$ cat src/rtl/adsr_mixer_pkg.sv
// adsr_mixer_pkg
//   Shared types and helpers for the ADSR voice mixer.
//   - adsr_state_t : per-voice envelope state
//   - seq_state_t  : mix-round sequencer state
//   - CFG_*        : configuration field selectors for cfg_field_i
//   - saturate()   : clamp a wide signed value to a signed width
package adsr_mixer_pkg;

  typedef enum logic [2:0] {
    IDLE,
    ATTACK,
    DECAY,
    SUSTAIN,
    RELEASE
  } adsr_state_t;

  typedef enum logic [1:0] {
    S_IDLE,
    S_RUN,
    S_DRAIN,
    S_OUT
  } seq_state_t;

  localparam logic [2:0] CFG_ATTACK_STEP      = 3'd0;
  localparam logic [2:0] CFG_DECAY_STEP       = 3'd1;
  localparam logic [2:0] CFG_RELEASE_STEP     = 3'd2;
  localparam logic [2:0] CFG_SUSTAIN_DURATION = 3'd3;
  localparam logic [2:0] CFG_ATTACK_LEVEL     = 3'd4;
  localparam logic [2:0] CFG_SUSTAIN_LEVEL    = 3'd5;
  localparam logic [2:0] CFG_STATIC_GAIN      = 3'd6;

  // Clamp value to the range of a signed number of 'width' bits.
  // The caller keeps the low 'width' bits of the result.
  function automatic logic signed [63:0] saturate(input logic signed [63:0] value,
                                                  input int unsigned       width);
    logic signed [63:0] max_v;
    logic signed [63:0] min_v;
    max_v = (64'sd1 <<< (width - 1)) - 64'sd1;
    min_v = -(64'sd1 <<< (width - 1));
    if (value > max_v) return max_v;
    if (value < min_v) return min_v;
    return value;
  endfunction

endpackage

$ cat src/rtl/adsr_envelope_step.sv
// adsr_envelope_step
//   Combinational single-step ADSR update, shared by all voices of the mixer.
//   Pending note events are applied first, then the resulting state's action.
// Ports:
//   state, level, cnt        : current voice envelope registers
//   attack_step .. sustain_level, sustain_duration : voice configuration
//   note_on, note_off        : pending events (note_on has priority)
//   next_state, next_level, next_cnt : updated envelope registers
module adsr_envelope_step
  import adsr_mixer_pkg::*;
#(
  parameter int LEVEL_WIDTH = 32
) (
  input  adsr_state_t            state,
  input  logic [LEVEL_WIDTH-1:0] level,
  input  logic [LEVEL_WIDTH-1:0] cnt,
  input  logic [LEVEL_WIDTH-1:0] attack_step,
  input  logic [LEVEL_WIDTH-1:0] decay_step,
  input  logic [LEVEL_WIDTH-1:0] release_step,
  input  logic [LEVEL_WIDTH-1:0] sustain_duration,
  input  logic [LEVEL_WIDTH-1:0] attack_level,
  input  logic [LEVEL_WIDTH-1:0] sustain_level,
  input  logic                   note_on,
  input  logic                   note_off,
  output adsr_state_t            next_state,
  output logic [LEVEL_WIDTH-1:0] next_level,
  output logic [LEVEL_WIDTH-1:0] next_cnt
);

  adsr_state_t            work_state;
  logic [LEVEL_WIDTH:0]   attack_sum;
  logic [LEVEL_WIDTH-1:0] attack_capped;

  always_comb begin
    // NOTE: every output gets a default before any branch so no latch is inferred.
    work_state    = state;
    next_state    = state;
    next_level    = level;
    next_cnt      = cnt;
    attack_sum    = '0;
    attack_capped = '0;

    // Events first: retrigger keeps the current level, release only from an active note.
    if (note_on) begin
      work_state = ATTACK;
    end else if (note_off && (state inside {ATTACK, DECAY, SUSTAIN})) begin
      work_state = RELEASE;
    end
    next_state = work_state;

    case (work_state)
      IDLE: begin
        next_level = '0;
      end
      ATTACK: begin
        attack_sum    = {1'b0, level} + {1'b0, attack_step};
        attack_capped = attack_sum[LEVEL_WIDTH] ? '1 : attack_sum[LEVEL_WIDTH-1:0];
        if (attack_capped >= attack_level) begin
          next_level = attack_level;
          next_state = DECAY;
        end else begin
          next_level = attack_capped;
        end
      end
      DECAY: begin
        if ((decay_step > level) || ((level - decay_step) <= sustain_level)) begin
          next_level = sustain_level;
          next_state = SUSTAIN;
          next_cnt   = sustain_duration;
        end else begin
          next_level = level - decay_step;
        end
      end
      SUSTAIN: begin
        // A zero duration holds until note_off; cnt<=1 also covers a duration
        // rewritten while the voice was already sustaining.
        if (sustain_duration != '0) begin
          if (cnt <= LEVEL_WIDTH'(1)) begin
            next_cnt   = '0;
            next_state = RELEASE;
          end else begin
            next_cnt = cnt - LEVEL_WIDTH'(1);
          end
        end
      end
      RELEASE: begin
        if (release_step >= level) begin
          next_level = '0;
          next_state = IDLE;
        end else begin
          next_level = level - release_step;
        end
      end
      default: begin
        next_state = IDLE;
        next_level = '0;
      end
    endcase
  end

endmodule

$ cat src/rtl/adsr_voice_mixer.sv
// adsr_voice_mixer
//   Time-multiplexed N-voice ADSR envelope and gain mixer. Each accepted
//   sample tick runs one round: every voice's envelope steps once, its sample
//   is scaled by its gain, and the saturated sum is presented with a strobe.
// Ports:
//   clk_i, rst_n_i        : clock, synchronous active-low reset
//   sample_tick_i         : start a mix round
//   voice_sample_i        : packed signed per-voice samples (voice v at [v*SW +: SW])
//   note_on_i, note_off_i : per-voice trigger / release pulses
//   env_enable_i          : per-voice 1 = envelope gain, 0 = static gain
//   cfg_write_i, cfg_voice_i, cfg_field_i, cfg_data_i : configuration write port
//   voice_idle_o          : per-voice envelope IDLE flag
//   busy_o                : round in progress
//   mixed_sample_o        : last mixed sample, held between rounds
//   mixed_valid_o         : one-cycle strobe with each new mixed sample
//   tick_miss_o           : tick arrived while busy and was dropped
module adsr_voice_mixer
  import adsr_mixer_pkg::*;
#(
  parameter int VOICES       = 8,
  parameter int SAMPLE_WIDTH = 16,
  parameter int LEVEL_WIDTH  = 32
) (
  input  logic                             clk_i,
  input  logic                             rst_n_i,
  input  logic                             sample_tick_i,
  input  logic [VOICES*SAMPLE_WIDTH-1:0]   voice_sample_i,
  input  logic [VOICES-1:0]                note_on_i,
  input  logic [VOICES-1:0]                note_off_i,
  input  logic [VOICES-1:0]                env_enable_i,
  input  logic                             cfg_write_i,
  input  logic [$clog2(VOICES)-1:0]        cfg_voice_i,
  input  logic [2:0]                       cfg_field_i,
  input  logic [31:0]                      cfg_data_i,
  output logic [VOICES-1:0]                voice_idle_o,
  output logic                             busy_o,
  output logic [SAMPLE_WIDTH-1:0]          mixed_sample_o,
  output logic                             mixed_valid_o,
  output logic                             tick_miss_o
);

  localparam int IDX_W    = $clog2(VOICES);
  localparam int PROD_W   = SAMPLE_WIDTH + 17;
  localparam int SCALED_W = SAMPLE_WIDTH + 2;
  localparam int ACC_W    = SAMPLE_WIDTH + $clog2(VOICES) + 2;

  // Per-voice configuration and envelope state
  logic [LEVEL_WIDTH-1:0] attack_step_q      [VOICES];
  logic [LEVEL_WIDTH-1:0] decay_step_q       [VOICES];
  logic [LEVEL_WIDTH-1:0] release_step_q     [VOICES];
  logic [LEVEL_WIDTH-1:0] sustain_duration_q [VOICES];
  logic [LEVEL_WIDTH-1:0] attack_level_q     [VOICES];
  logic [LEVEL_WIDTH-1:0] sustain_level_q    [VOICES];
  logic [15:0]            static_gain_q      [VOICES];
  adsr_state_t            env_state_q        [VOICES];
  logic [LEVEL_WIDTH-1:0] level_q            [VOICES];
  logic [LEVEL_WIDTH-1:0] cnt_q              [VOICES];
  logic [VOICES-1:0]      pend_on_q;
  logic [VOICES-1:0]      pend_off_q;

  // Sequencer
  seq_state_t                 state_q, state_d;
  logic [IDX_W-1:0]           idx_q, idx_d;
  logic signed [ACC_W-1:0]    acc_q, acc_d;
  logic [SAMPLE_WIDTH-1:0]    mixed_q, mixed_d;
  logic signed [SCALED_W-1:0] prod_q, prod_d;
  logic                       run;

  // Shared datapath for the voice selected by idx_q
  logic                       eff_on, eff_off;
  adsr_state_t                step_state;
  logic [LEVEL_WIDTH-1:0]     step_level, step_cnt;
  logic [15:0]                gain;
  logic signed [16:0]         gain_s;
  logic signed [SAMPLE_WIDTH-1:0] cur_sample;
  logic signed [PROD_W-1:0]   prod_full;
  logic [LEVEL_WIDTH-1:0]     cfg_level;

  assign cfg_level = LEVEL_WIDTH'(cfg_data_i);

  // Events arriving in the voice's own processing cycle are used directly.
  assign eff_on  = pend_on_q[idx_q] | note_on_i[idx_q];
  assign eff_off = (pend_off_q[idx_q] | note_off_i[idx_q]) & ~eff_on;

  adsr_envelope_step #(
    .LEVEL_WIDTH (LEVEL_WIDTH)
  ) u_env_step (
    .state            (env_state_q[idx_q]),
    .level            (level_q[idx_q]),
    .cnt              (cnt_q[idx_q]),
    .attack_step      (attack_step_q[idx_q]),
    .decay_step       (decay_step_q[idx_q]),
    .release_step     (release_step_q[idx_q]),
    .sustain_duration (sustain_duration_q[idx_q]),
    .attack_level     (attack_level_q[idx_q]),
    .sustain_level    (sustain_level_q[idx_q]),
    .note_on          (eff_on),
    .note_off         (eff_off),
    .next_state       (step_state),
    .next_level       (step_level),
    .next_cnt         (step_cnt)
  );

  // Gain uses the freshly stepped level so a note is heard on its first round.
  assign gain       = env_enable_i[idx_q] ? step_level[LEVEL_WIDTH-1 -: 16] : static_gain_q[idx_q];
  assign gain_s     = signed'({1'b0, gain});
  assign cur_sample = voice_sample_i[idx_q*SAMPLE_WIDTH +: SAMPLE_WIDTH];
  // Operands are widened first so the product is computed at full width.
  assign prod_full  = PROD_W'(cur_sample) * PROD_W'(gain_s);
  assign prod_d     = SCALED_W'(prod_full >>> 15);

  assign run = (state_q == S_RUN);

  // Sequencer next-state and outputs
  always_comb begin
    state_d       = state_q;
    idx_d         = idx_q;
    acc_d         = acc_q;
    mixed_d       = mixed_q;
    busy_o        = (state_q != S_IDLE);
    mixed_valid_o = (state_q == S_OUT);
    tick_miss_o   = sample_tick_i && (state_q != S_IDLE);

    case (state_q)
      S_IDLE: begin
        if (sample_tick_i) begin
          state_d = S_RUN;
          idx_d   = '0;
          acc_d   = '0;
        end
      end
      S_RUN: begin
        // prod_q holds the previous voice's product; nothing valid yet at voice 0.
        if (idx_q != '0) acc_d = acc_q + ACC_W'(prod_q);
        if (idx_q == IDX_W'(VOICES - 1)) begin
          state_d = S_DRAIN;
          idx_d   = '0;
        end else begin
          idx_d = idx_q + IDX_W'(1);
        end
      end
      S_DRAIN: begin
        acc_d   = acc_q + ACC_W'(prod_q);
        mixed_d = SAMPLE_WIDTH'(saturate(64'(acc_d), SAMPLE_WIDTH));
        state_d = S_OUT;
      end
      S_OUT: begin
        state_d = S_IDLE;
      end
      default: begin
        state_d = S_IDLE;
      end
    endcase
  end

  assign mixed_sample_o = mixed_q;

  // NOTE: sequential state uses non-blocking assignments so every register
  // samples pre-edge values regardless of statement order.
  always_ff @(posedge clk_i) begin
    if (!rst_n_i) begin
      state_q <= S_IDLE;
      idx_q   <= '0;
      acc_q   <= '0;
      mixed_q <= '0;
      prod_q  <= '0;
    end else begin
      state_q <= state_d;
      idx_q   <= idx_d;
      acc_q   <= acc_d;
      mixed_q <= mixed_d;
      if (run) prod_q <= prod_d;
    end
  end

  always_ff @(posedge clk_i) begin
    if (!rst_n_i) begin
      // NOTE: these per-voice arrays are reset explicitly because software
      // relies on a zeroed configuration; this keeps them in flops, not RAM.
      for (int v = 0; v < VOICES; v++) begin
        attack_step_q[v]      <= '0;
        decay_step_q[v]       <= '0;
        release_step_q[v]     <= '0;
        sustain_duration_q[v] <= '0;
        attack_level_q[v]     <= '0;
        sustain_level_q[v]    <= '0;
        static_gain_q[v]      <= '0;
        env_state_q[v]        <= IDLE;
        level_q[v]            <= '0;
        cnt_q[v]              <= '0;
      end
      pend_on_q  <= '0;
      pend_off_q <= '0;
    end else begin
      if (cfg_write_i && (32'(cfg_voice_i) < VOICES)) begin
        case (cfg_field_i)
          CFG_ATTACK_STEP:      attack_step_q[cfg_voice_i]      <= cfg_level;
          CFG_DECAY_STEP:       decay_step_q[cfg_voice_i]       <= cfg_level;
          CFG_RELEASE_STEP:     release_step_q[cfg_voice_i]     <= cfg_level;
          CFG_SUSTAIN_DURATION: sustain_duration_q[cfg_voice_i] <= cfg_level;
          CFG_ATTACK_LEVEL:     attack_level_q[cfg_voice_i]     <= cfg_level;
          CFG_SUSTAIN_LEVEL:    sustain_level_q[cfg_voice_i]    <= cfg_level;
          CFG_STATIC_GAIN:      static_gain_q[cfg_voice_i]      <= cfg_data_i[15:0];
          default: ;
        endcase
      end

      if (run) begin
        env_state_q[idx_q] <= step_state;
        level_q[idx_q]     <= step_level;
        cnt_q[idx_q]       <= step_cnt;
      end

      // Pending events: consumed by processing, note_on dominates note_off.
      for (int v = 0; v < VOICES; v++) begin
        if (run && (32'(idx_q) == v)) begin
          pend_on_q[v]  <= 1'b0;
          pend_off_q[v] <= 1'b0;
        end else if (note_on_i[v]) begin
          pend_on_q[v]  <= 1'b1;
          pend_off_q[v] <= 1'b0;
        end else if (note_off_i[v] && !pend_on_q[v]) begin
          pend_off_q[v] <= 1'b1;
        end
      end
    end
  end

  always_comb begin
    voice_idle_o = '0;
    for (int v = 0; v < VOICES; v++) begin
      voice_idle_o[v] = (env_state_q[v] == IDLE);
    end
  end

endmodule

$ cat config.mk
export PLATFORM = sky130hd
export DESIGN_NAME = adsr_voice_mixer
export DESIGN_NICKNAME = d
export VERILOG_FILES = /design/src/rtl/adsr_mixer_pkg.sv /design/src/rtl/adsr_envelope_step.sv /design/src/rtl/adsr_voice_mixer.sv
export SDC_FILE = /design/constraint.sdc
export NUM_CORES = 2
export LEC_CHECK = 0
export CAP_MARGIN = 20
export CORE_MARGIN = 4
export CORE_UTILIZATION = 53
export CTS_CLUSTER_SIZE = 10
export DETAILED_ROUTE_END_ITERATION = 10
export PLACE_DENSITY_LB_ADDON = 0.25
export SETUP_SLACK_MARGIN = 0.05
export SLEW_MARGIN = 20
export SYNTH_ARGS = -nofsm -noshare
export SYNTH_HDL_FRONTEND = slang
export SYNTH_SLANG_ARGS = --single-unit
$ cat constraint.sdc
create_clock -name clk_i -period 16.1 [get_ports clk_i]
set_clock_uncertainty 0.05 [all_clocks]
set_input_delay 1.61 -clock clk_i [delete_from_list [all_inputs] [get_ports clk_i]]
set_output_delay 1.61 -clock clk_i [all_outputs]
set_load 0.02 [all_outputs]
Fig. 1: floorplan with the power grid
The bar under the picture is 100 µm long. Pins as bars on the die edge. Tap cells in grey.
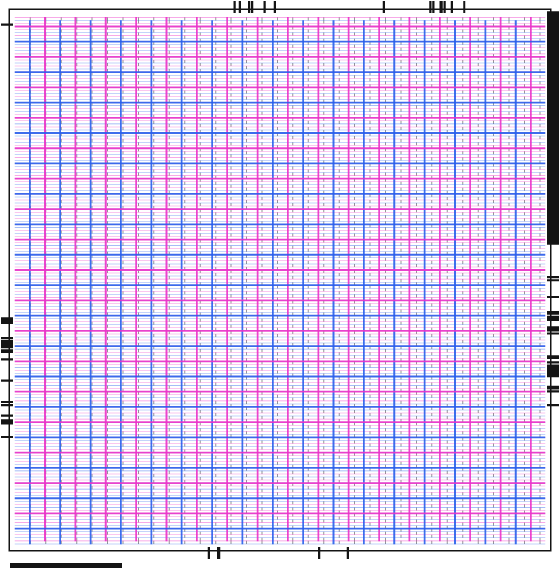
[magenta] VDD
[blue] VSS
tap cells: 2975
met1 rails: 174
met5 straps: 34
rows: 173
signal pins: 221

Fig. 2: placed standard cells
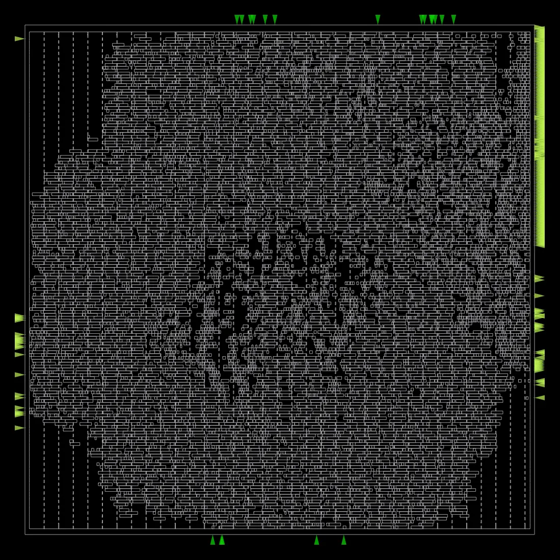
sequential share of cell area: 0.510
n_taps: 2975
Cell Rows: 173
fin util: 0.595
Fill cells: 16929

==> flow_metrics.tcl <==
# collected from the flow reports
set metrics [dict create \
    status "completed" \
    ys.flop_type "edfxtp_1" \
    grt_max_degree 95 \
    setup.worst_path.class "reg2reg" \
    ys_cells 8902 \
    antenna_found_initial 18 \
    whs_ns 0.412 \
    max_freq_ghz 0.0657 \
    rsz0062_at_grt "no" \
    edf_count 2200 \
    pin_count 221 \
    vias 76000 \
    synth_nets 9604 \
    dpl_cell_area_um2 125000 \
    ys_sh_simple 0.149 \
    fin_crit_ns 15.22 \
    setup_slack_ns 0.878 \
    first_iter_violations 9702 \
    crit_slowest_cell "dfxtp_4" \
    critical_path.max_fanout 67 \
    rrSetupSlack_ns 0.88 \
    endpoint_kind "flip-flop" \
    worstMarginPinSlew_ns 1.16 \
    cts_tree "done" \
    yosysChipArea_um2 119000 \
    nets 9666 \
    xor_share 0.00770 \
    drc 0 \
]
Fig. 3: wiring heat map
The die is cut into 24 by 24 equal tiles; dark blue is low, red is high, scaled to the fullest tile. Values are wire area over tile area, all layers added.
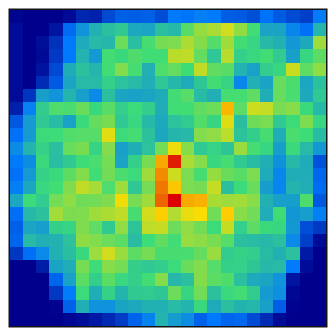
tiles over half the peak: 36%
nearly empty tiles: 6.9%
mean over tiles: 0.27
densest ninth of the die: middle
emptiest ninth of the die: top left
fullest tile: 0.65
total track usage: 0.314
DR WL/cell: 30.5 µm

[metal layers]
metal  routed length (µm)  global-route usage
met5                   62                   0
met2               166000               0.477
met1               146000               0.448
met3                41300              0.0765
met4                12500               0.102
[sequential cells by signal, indices dropped and copies added, names as in the netlist, 21 cells and up, named ones only]
| register | count |
|---|---|
| acc_q | 21 |
| attack_level_q | 256 |
| attack_step_q | 256 |
| cnt_q | 256 |
| decay_step_q | 256 |
| env_state_q | 24 |
| level_q | 256 |
| release_step_q | 256 |
| static_gain_q | 128 |
| sustain_duration_q | 256 |
| sustain_level_q | 256 |
[layout make-up]
class	instances	area, µm²	area share
multi-input combinational	5635	48700	0.367
tap	2975	3720	0.0280
timing repair buffer	447	3870	0.0292
clock buffer	318	7320	0.0551
sequential	2279	67700	0.510
inverter	314	1180	0.00888
clock inverter	35	323	0.00243
antenna	4	10.0	0.0000754
[path summary, 6_finish.rpt]
check                  start    endpoint  depth (start not counted)
setup / recovery   flip-flop  prod_q[11]                         47
hold / removal    prod_q[15]  prod_q[15]                          2
hold reg to reg   prod_q[15]  prod_q[15]                          2
setup reg to reg   flip-flop  prod_q[11]                         47
[kinds of logic (layout without fill, tap and decap cells)]
family / after synthesis / after routing
adder cells (fa/ha/maj): 508 / 508
AND/OR/NAND/NOR: 3314 / 3314
XOR/XNOR: 105 / 105
flip-flops: 2279 / 2279
AND-OR/OR-AND: 873 / 873
buffers and inverters: 988 / 1114
other: 0 / 4
multiplexers: 835 / 835
